==> src/rtl/timer_sched_pkg.sv <==
// Shared encodings for the timer scheduler: command opcodes and the
// channel / interrupt state types.
package timer_sched_pkg;

   localparam logic OP_LOAD_START = 1'b0;
   localparam logic OP_STOP       = 1'b1;

   typedef enum logic {
      CH_IDLE = 1'b0,
      CH_RUN  = 1'b1
   } ch_state_e;

   typedef enum logic {
      I_IDLE   = 1'b0,
      I_ASSERT = 1'b1
   } irq_state_e;

endpackage

==> src/rtl/tick_prescaler.sv <==
// Divides the input clock down to a one-cycle time-base tick that fires on the
// last count of each DEF_FREQ/TICK_HZ cycle window.
module tick_prescaler #(
   parameter int DEF_FREQ = 27000000,
   parameter int TICK_HZ  = 1000
) (
   input  logic clk,
   input  logic rst,
   output logic tick
);
   localparam int DIV = DEF_FREQ / TICK_HZ;
   localparam int PW  = (DIV > 1) ? $clog2(DIV) : 1;

   logic [PW-1:0] r_cnt;

   always_ff @(posedge clk or posedge rst) begin
      if (rst)
         r_cnt <= '0;
      else if (r_cnt == PW'(DIV - 1))
         r_cnt <= '0;
      else
         r_cnt <= r_cnt + PW'(1);
   end

   assign tick = (r_cnt == PW'(DIV - 1));

endmodule

==> src/rtl/timer_scheduler.sv <==
// Multi-channel tick-based timer with one-shot / auto-reload channels and a
// single prioritised interrupt. Define TIMER_SCHED_OVERRUN_EN for overrun flags.
module timer_scheduler
   import timer_sched_pkg::*;
#(
   parameter int DEF_FREQ = 27000000,
   parameter int TICK_HZ  = 1000,
   parameter int NUM_CH   = 4,
   parameter int CNT_W    = 16
) (
   input  logic                      clk,
   input  logic                      rst,
   input  logic                      cmd_valid,
   output logic                      cmd_ready,
   input  logic                      cmd_op,
   input  logic [$clog2(NUM_CH)-1:0] cmd_ch,
   input  logic [CNT_W-1:0]          cmd_period,
   input  logic                      cmd_periodic,
   output logic                      cmd_err,
   output logic                      tick,
   output logic [NUM_CH-1:0]         ch_busy,
   output logic                      irq,
   output logic [$clog2(NUM_CH)-1:0] irq_ch,
   input  logic                      irq_ack,
   output logic                      irq_overrun
);
   localparam int CH_W = $clog2(NUM_CH);

   logic              w_tick;
   logic              w_acc;
   logic              w_bad;
   logic              w_ack;
   logic [NUM_CH-1:0] w_exp;
   logic [NUM_CH-1:0] w_ack_ch;
   logic [CH_W-1:0]   w_low;

   ch_state_e         r_st  [NUM_CH];
   logic [CNT_W-1:0]  r_cnt [NUM_CH];
   logic [CNT_W-1:0]  r_per [NUM_CH];
   logic [NUM_CH-1:0] r_mode;
   logic [NUM_CH-1:0] r_pend;
   logic              r_err;
   irq_state_e        r_ist;
   logic [CH_W-1:0]   r_irq_ch;

   tick_prescaler #(
      .DEF_FREQ (DEF_FREQ),
      .TICK_HZ  (TICK_HZ)
   ) u_presc (
      .clk  (clk),
      .rst  (rst),
      .tick (w_tick)
   );

   // Commands are refused in tick cycles, so a command never collides with a
   // count update on the same edge.
   assign cmd_ready = !rst && !w_tick;

   always_comb begin
      w_acc = cmd_valid && cmd_ready;
      w_bad = (int'(cmd_ch) >= NUM_CH) ||
              ((cmd_op == OP_LOAD_START) && (cmd_period == '0));
      w_ack = (r_ist == I_ASSERT) && irq_ack;
      w_low = '0;
      for (int i = NUM_CH - 1; i >= 0; i--)
         if (r_pend[i]) w_low = CH_W'(i);
      for (int i = 0; i < NUM_CH; i++) begin
         w_exp[i]    = w_tick && (r_st[i] == CH_RUN) && (r_cnt[i] == CNT_W'(1));
         w_ack_ch[i] = w_ack && (r_irq_ch == CH_W'(i));
         ch_busy[i]  = (r_st[i] == CH_RUN);
      end
   end

   always_ff @(posedge clk or posedge rst) begin
      if (rst) begin
         r_err  <= 1'b0;
         r_mode <= '0;
         r_pend <= '0;
         for (int i = 0; i < NUM_CH; i++) begin
            r_st[i]  <= CH_IDLE;
            r_cnt[i] <= '0;
            r_per[i] <= '0;
         end
      end else begin
         r_err <= w_acc && w_bad;
         for (int i = 0; i < NUM_CH; i++) begin
            if (w_acc && !w_bad && (cmd_ch == CH_W'(i))) begin
               if (cmd_op == OP_LOAD_START) begin
                  r_st[i]   <= CH_RUN;
                  r_cnt[i]  <= cmd_period;
                  r_per[i]  <= cmd_period;
                  r_mode[i] <= cmd_periodic;
               end else begin
                  r_st[i] <= CH_IDLE;
               end
            end else if (w_tick && (r_st[i] == CH_RUN)) begin
               if (r_cnt[i] == CNT_W'(1)) begin
                  if (r_mode[i]) r_cnt[i] <= r_per[i];
                  else           r_st[i]  <= CH_IDLE;
               end else begin
                  r_cnt[i] <= r_cnt[i] - CNT_W'(1);
               end
            end
            // A fresh expiry wins over an ack landing on the same channel.
            if (w_exp[i])         r_pend[i] <= 1'b1;
            else if (w_ack_ch[i]) r_pend[i] <= 1'b0;
         end
      end
   end

   always_ff @(posedge clk or posedge rst) begin
      if (rst) begin
         r_ist    <= I_IDLE;
         r_irq_ch <= '0;
      end else begin
         case (r_ist)
            I_IDLE: begin
               if (|r_pend) begin
                  r_irq_ch <= w_low;
                  r_ist    <= I_ASSERT;
               end
            end
            I_ASSERT: begin
               if (irq_ack) r_ist <= I_IDLE;
            end
            default: r_ist <= I_IDLE;
         endcase
      end
   end

   assign cmd_err = r_err;
   assign tick    = w_tick;
   assign irq     = (r_ist == I_ASSERT);
   assign irq_ch  = r_irq_ch;

`ifdef TIMER_SCHED_OVERRUN_EN
   logic [NUM_CH-1:0] r_ovr;

   always_ff @(posedge clk or posedge rst) begin
      if (rst) begin
         r_ovr <= '0;
      end else begin
         for (int i = 0; i < NUM_CH; i++) begin
            if (w_exp[i] && r_pend[i] && !w_ack_ch[i]) r_ovr[i] <= 1'b1;
            else if (w_ack_ch[i])                      r_ovr[i] <= 1'b0;
         end
      end
   end

   assign irq_overrun = irq && r_ovr[r_irq_ch];
`else
   assign irq_overrun = 1'b0;
`endif

endmodule

==> config.mk <==
export PLATFORM = sky130hd
export DESIGN_NAME = timer_scheduler
export DESIGN_NICKNAME = d
export VERILOG_FILES = /design/src/rtl/timer_sched_pkg.sv /design/src/rtl/tick_prescaler.sv /design/src/rtl/timer_scheduler.sv
export SDC_FILE = /design/constraint.sdc
export NUM_CORES = 1
export LEC_CHECK = 0
export ABC_AREA = 1
export CORE_AREA = 10 10 213 114
export DETAILED_ROUTE_END_ITERATION = 12
export DIE_AREA = 0 0 223 124
export GPL_TIMING_DRIVEN = 0
export PLACE_DENSITY = 0.66
export SETUP_SLACK_MARGIN = 0.2
export SYNTH_ARGS = -nofsm -noshare
export SYNTH_HDL_FRONTEND = slang
export SYNTH_SLANG_ARGS = --single-unit
==> constraint.sdc <==
create_clock -name clk -period 7.7 [get_ports clk]
set_input_delay 1.54 -clock clk [delete_from_list [all_inputs] [get_ports clk]]
set_output_delay 1.54 -clock clk [all_outputs]
set_load 0.05 [all_outputs]
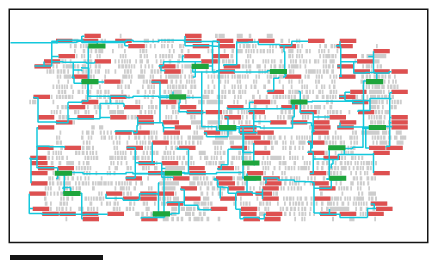
Figure 1: routed clock nets over the placement.
Scale bar: 50 um.
[red] flip-flops | count: 159
[green] clock drivers | count: 17
[cyan] clock wires | length: 2420 um
routed clock nets: 18

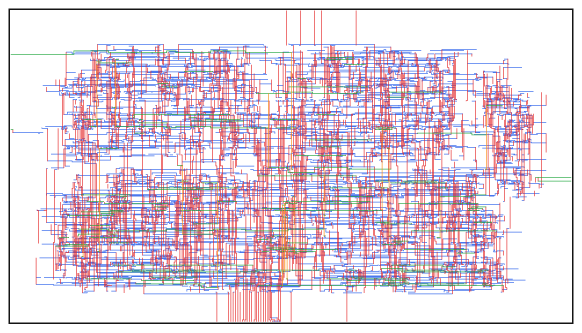
Figure 2: routed metal, one color a layer.
| color | layer | wire length |
|---|---|---|
| orange | metal 4 | 488 um |
| blue | metal 1 | 14500 um |
| red | metal 2 | 13300 um |
| green | metal 3 | 2060 um |

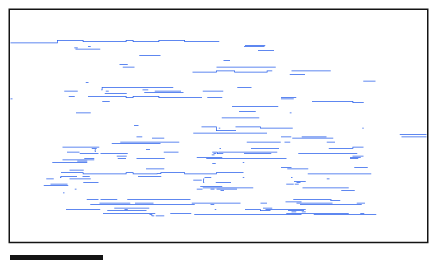
Figure 3: the metal 3 layer.
Scale bar: 50 um.
longest straight run: 57.0 um
wire length on this layer: 2060 um
share of all routed wire: 6.8%
nets with wire on the layer: 111
main direction: horizontal

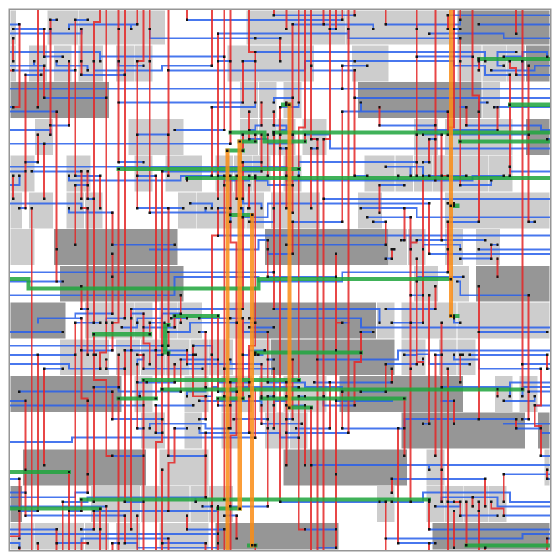
Figure 4: close-up of the layout.
Window x 92 to 132, y 17 to 57 um. Cells in gray, sequential cells in the stronger gray; small squares are vias.
| color | layer |
|---|---|
| red | metal 2 |
| blue | metal 1 |
| orange | metal 4 |
| green | metal 3 |
most frequent: nand2_1 (25), dfrtp_1 (16), inv_1 (13)
netlist names of flops here include: `r_per` (7), `r_pend` (4), `irq_ch` (2)
sequential cells in the window: 16
cells with their middle in the window: 118

==> results.yml <==
# implementation run metrics
synthesis:
  yosysUniqueCellTypes: 41
  synth_flops: 159
  yosys.stat.seqShare_pct: 39.1
  yosysTopAreaCell: "dfrtp_1"
  edf_count: 0
  yosysChipArea_sq_um: 10200
  ys.warnings.count: 0
  fp_nets: 1549
  synthCells: 1516
  syn_area_sq_um: 10200
  top_cells_by_count: "nand2_1, nand3_1, dfrtp_1, nor2_1, inv_1"
  yosysMostFrequentCell: "nand2_1"
  yosysTopAreaCellShare_pct: 39.1
  syn_avg_cell_area_sq_um: 6.71
  yosys_cells: 1516
  synthTopCellsByArea: "dfrtp_1, nand2_1, nand3_1, nor2_1, inv_1"
  synthArstFlopShare_pct: 100
  ff_type: "dfrtp_1"
detailed_routing:
  drt_wl_total_um: 30400
  vias: 9823
  drt-met1-wl_um: 14500
  maxUsedRoutingLayer: "met4"
  drt_iter0_markers: 1043
  drt-wirelength-per-cell_um: 16.5
  viasPerCell: 5.34
  dr.pass1.iters: 5
  drc: 0
  postRouteAntennaNets: 0
  wl_met2_um: 13300
  dr_wl_met3_um: 2060
floorplanning:
  fp.dieArea_sq_um: 27700
  core_area_sq_um: 20400
  core_util_floorplan_pct: 49.8
  die_x_um: 223
  io_pins: 35
  die.size.y_um: 124
  rows: 37
cells_and_area:
  drive_gt1_share_pct: 8.62
  area_delta_synth_final_pct: 11.8
  fin_cells: 1840
  n_fill_cell: 2006
  layout.nets: 1587
  postLayoutCoreUtil_pct: 55.7
  fin_area_sq_um: 11400
  diodes: 0
setup_path:
  regToRegEndpoint: "r_cnt[6]"
  cp.arrival_ns: 3.25
  crit_cells: 3
  crit_top_cell: "clkdlybuf4s50_1"
  crit_buf_inv: 2
  worstPathRequired_ns: 6.16
  crit_type: "primary input to output port"
  r2r_slack_ns: 5.45
  critPathSlowestCell: "clkdlybuf4s50_1"
  path_delay_family: "buffers and inverters"
  cp_cell_sequence: "clkdlybuf4s50_1 -> nor2_2 -> clkdlybuf4s50_1"
  start_kind: "primary input"
  slowest_delay_ns: 0.87
  critPathLaunch: "rst"
  worstPathMaxFanout: 2
  ff2ff_path_depth: 10
  end_kind: "output port"
  crit_end: "cmd_ready"
  r2r-start: "u_presc.r_cnt[0]"
flow_run:
  max-cap-violations: 0
  warnings: 32
cts:
  numCtsBuffers: 17
  ctsResizeCount: 0
  holdBufCountCts: 0
  htree_levels: 4
  postCtsSetupBuffers: 0
  root_buffer: "clkbuf_16"
  clock-sinks: 159
  cts.path.max_buffers: 2
  clk_pin_slew_ns: 0.06
  insertion_delay_ns: 0.46
  tritoncts: "yes"
status:
  outcome: "finished, final reports clean"
place:
  gp_congestion: 0.946
  port_buffers: 18
  place_inst: 1808
  dp_slack_ns: 2.91
  hpwl_um: 22200
  dpl_cell_area_sq_um: 10700
worst_hold_path:
  hold_end: "irq_ch[1]"
  hp-class: "register to register"
  min_from: "r_pend[0]"
  holdPathStages: 1
sta:
  holdWs_ns: 0.478
  fin_tns_setup_ns: 0
  slew_headroom_pct: 50.4
  fin_worst_skew_ns: 0.0107
  fmax_mhz: 209
  finalCritPeriodShare_pct: 62.2
  rsz0062_at_grt: "no"
  finalCriticalPeriod_ns: 4.79
  report.final.slew_viol_count: 0
  hold_viol: 0
  worst_pin_slew_ns: 0.741
  setup_viol: 0
  setup_ws_ns: 2.91
global_routing:
  grt.met2_usage_pct: 35.1
  grt_pass1_wl_um: 49000
  antenna_found_initial: 0
  use_met1_pct: 30.9
  busiest_layer: "met2"
  grt_max_degree: 108
  grtUsageMet3_pct: 4.89
  grt_pass1_vias: 9086
  grt.overflow.total: 0
  track_usage_pct: 22.5
power_and_ir_drop:
  comb_power_share_pct: 42.1
  power.internal_mw: 2.22
  p_sw_mw: 1.68
  powerDensity_nw_per_um2: 343
  vdd_drop_max_uv: 171
  p_leak_nw: 5.99
  pwr-share-seq_pct: 33.5
  finalPower_mw: 3.90
  switching_share_pct: 43.0
  p_clk_share_pct: 24.4
## state kept, by name, summed over array words and instances, names as in the netlist
| name | cells |
|---|---|
| ch_busy | 4 |
| cmd_err | 1 |
| irq | 1 |
| irq_ch | 2 |
| r_cnt | 64 |
| r_mode | 4 |
| r_pend | 4 |
| r_per | 64 |
| u_presc.r_cnt | 15 |
## power groups by stage
stage	Clock [mW]	Combinational (mW)	Sequential, mW
final	0.950	1.64	1.31
after global routing	0.992	1.91	1.34
after CTS	0.958	1.63	1.30
after detailed placement	0	1.62	1.31
after global placement	0	1.59	1.31
after floorplan	0	1.25	1.27
## cell families after synthesis
| family | Yosys count | share of synthesized area, % |
|---|---|---|
| buffers and inverters | 201 | 9.15 |
| XOR/XNOR | 18 | 1.55 |
| AND/OR/NAND/NOR | 1002 | 42.3 |
| adder cells (fa/ha/maj) | 9 | 1.11 |
| flip-flops | 159 | 39.1 |
| other | 1 | 0.0369 |
| AND-OR/OR-AND | 126 | 6.68 |
## layout make-up
type,count,area (sq um),area share (%)
inverter,138,536,4.71
clock inverter,12,180,1.58
sequential,159,3980,35.0
clock buffer,20,467,4.10
tap,273,342,3.00
buffer,63,403,3.54
timing repair buffer,19,208,1.83
multi-input combinational,1156,5260,46.2
## cells in the final DEF (no fill, tap or decap), types with 9 or more instances in the layout
master	Yosys	final
o21ai_0	74	74
clkbuf_1	9	9
ha_1	9	9
inv_2	9	9
clkdlybuf4s50_1	0	18
nor2_1	130	130
buf_2	31	31
nand2_1	616	616
xor2_1	14	14
inv_1	124	123
buf_6	13	13
clkbuf_16	0	17
nand3_1	189	189
dfrtp_1	159	159
o21ai_1	33	33
nor3_1	19	19
Power and IR drop assume default switching activity.
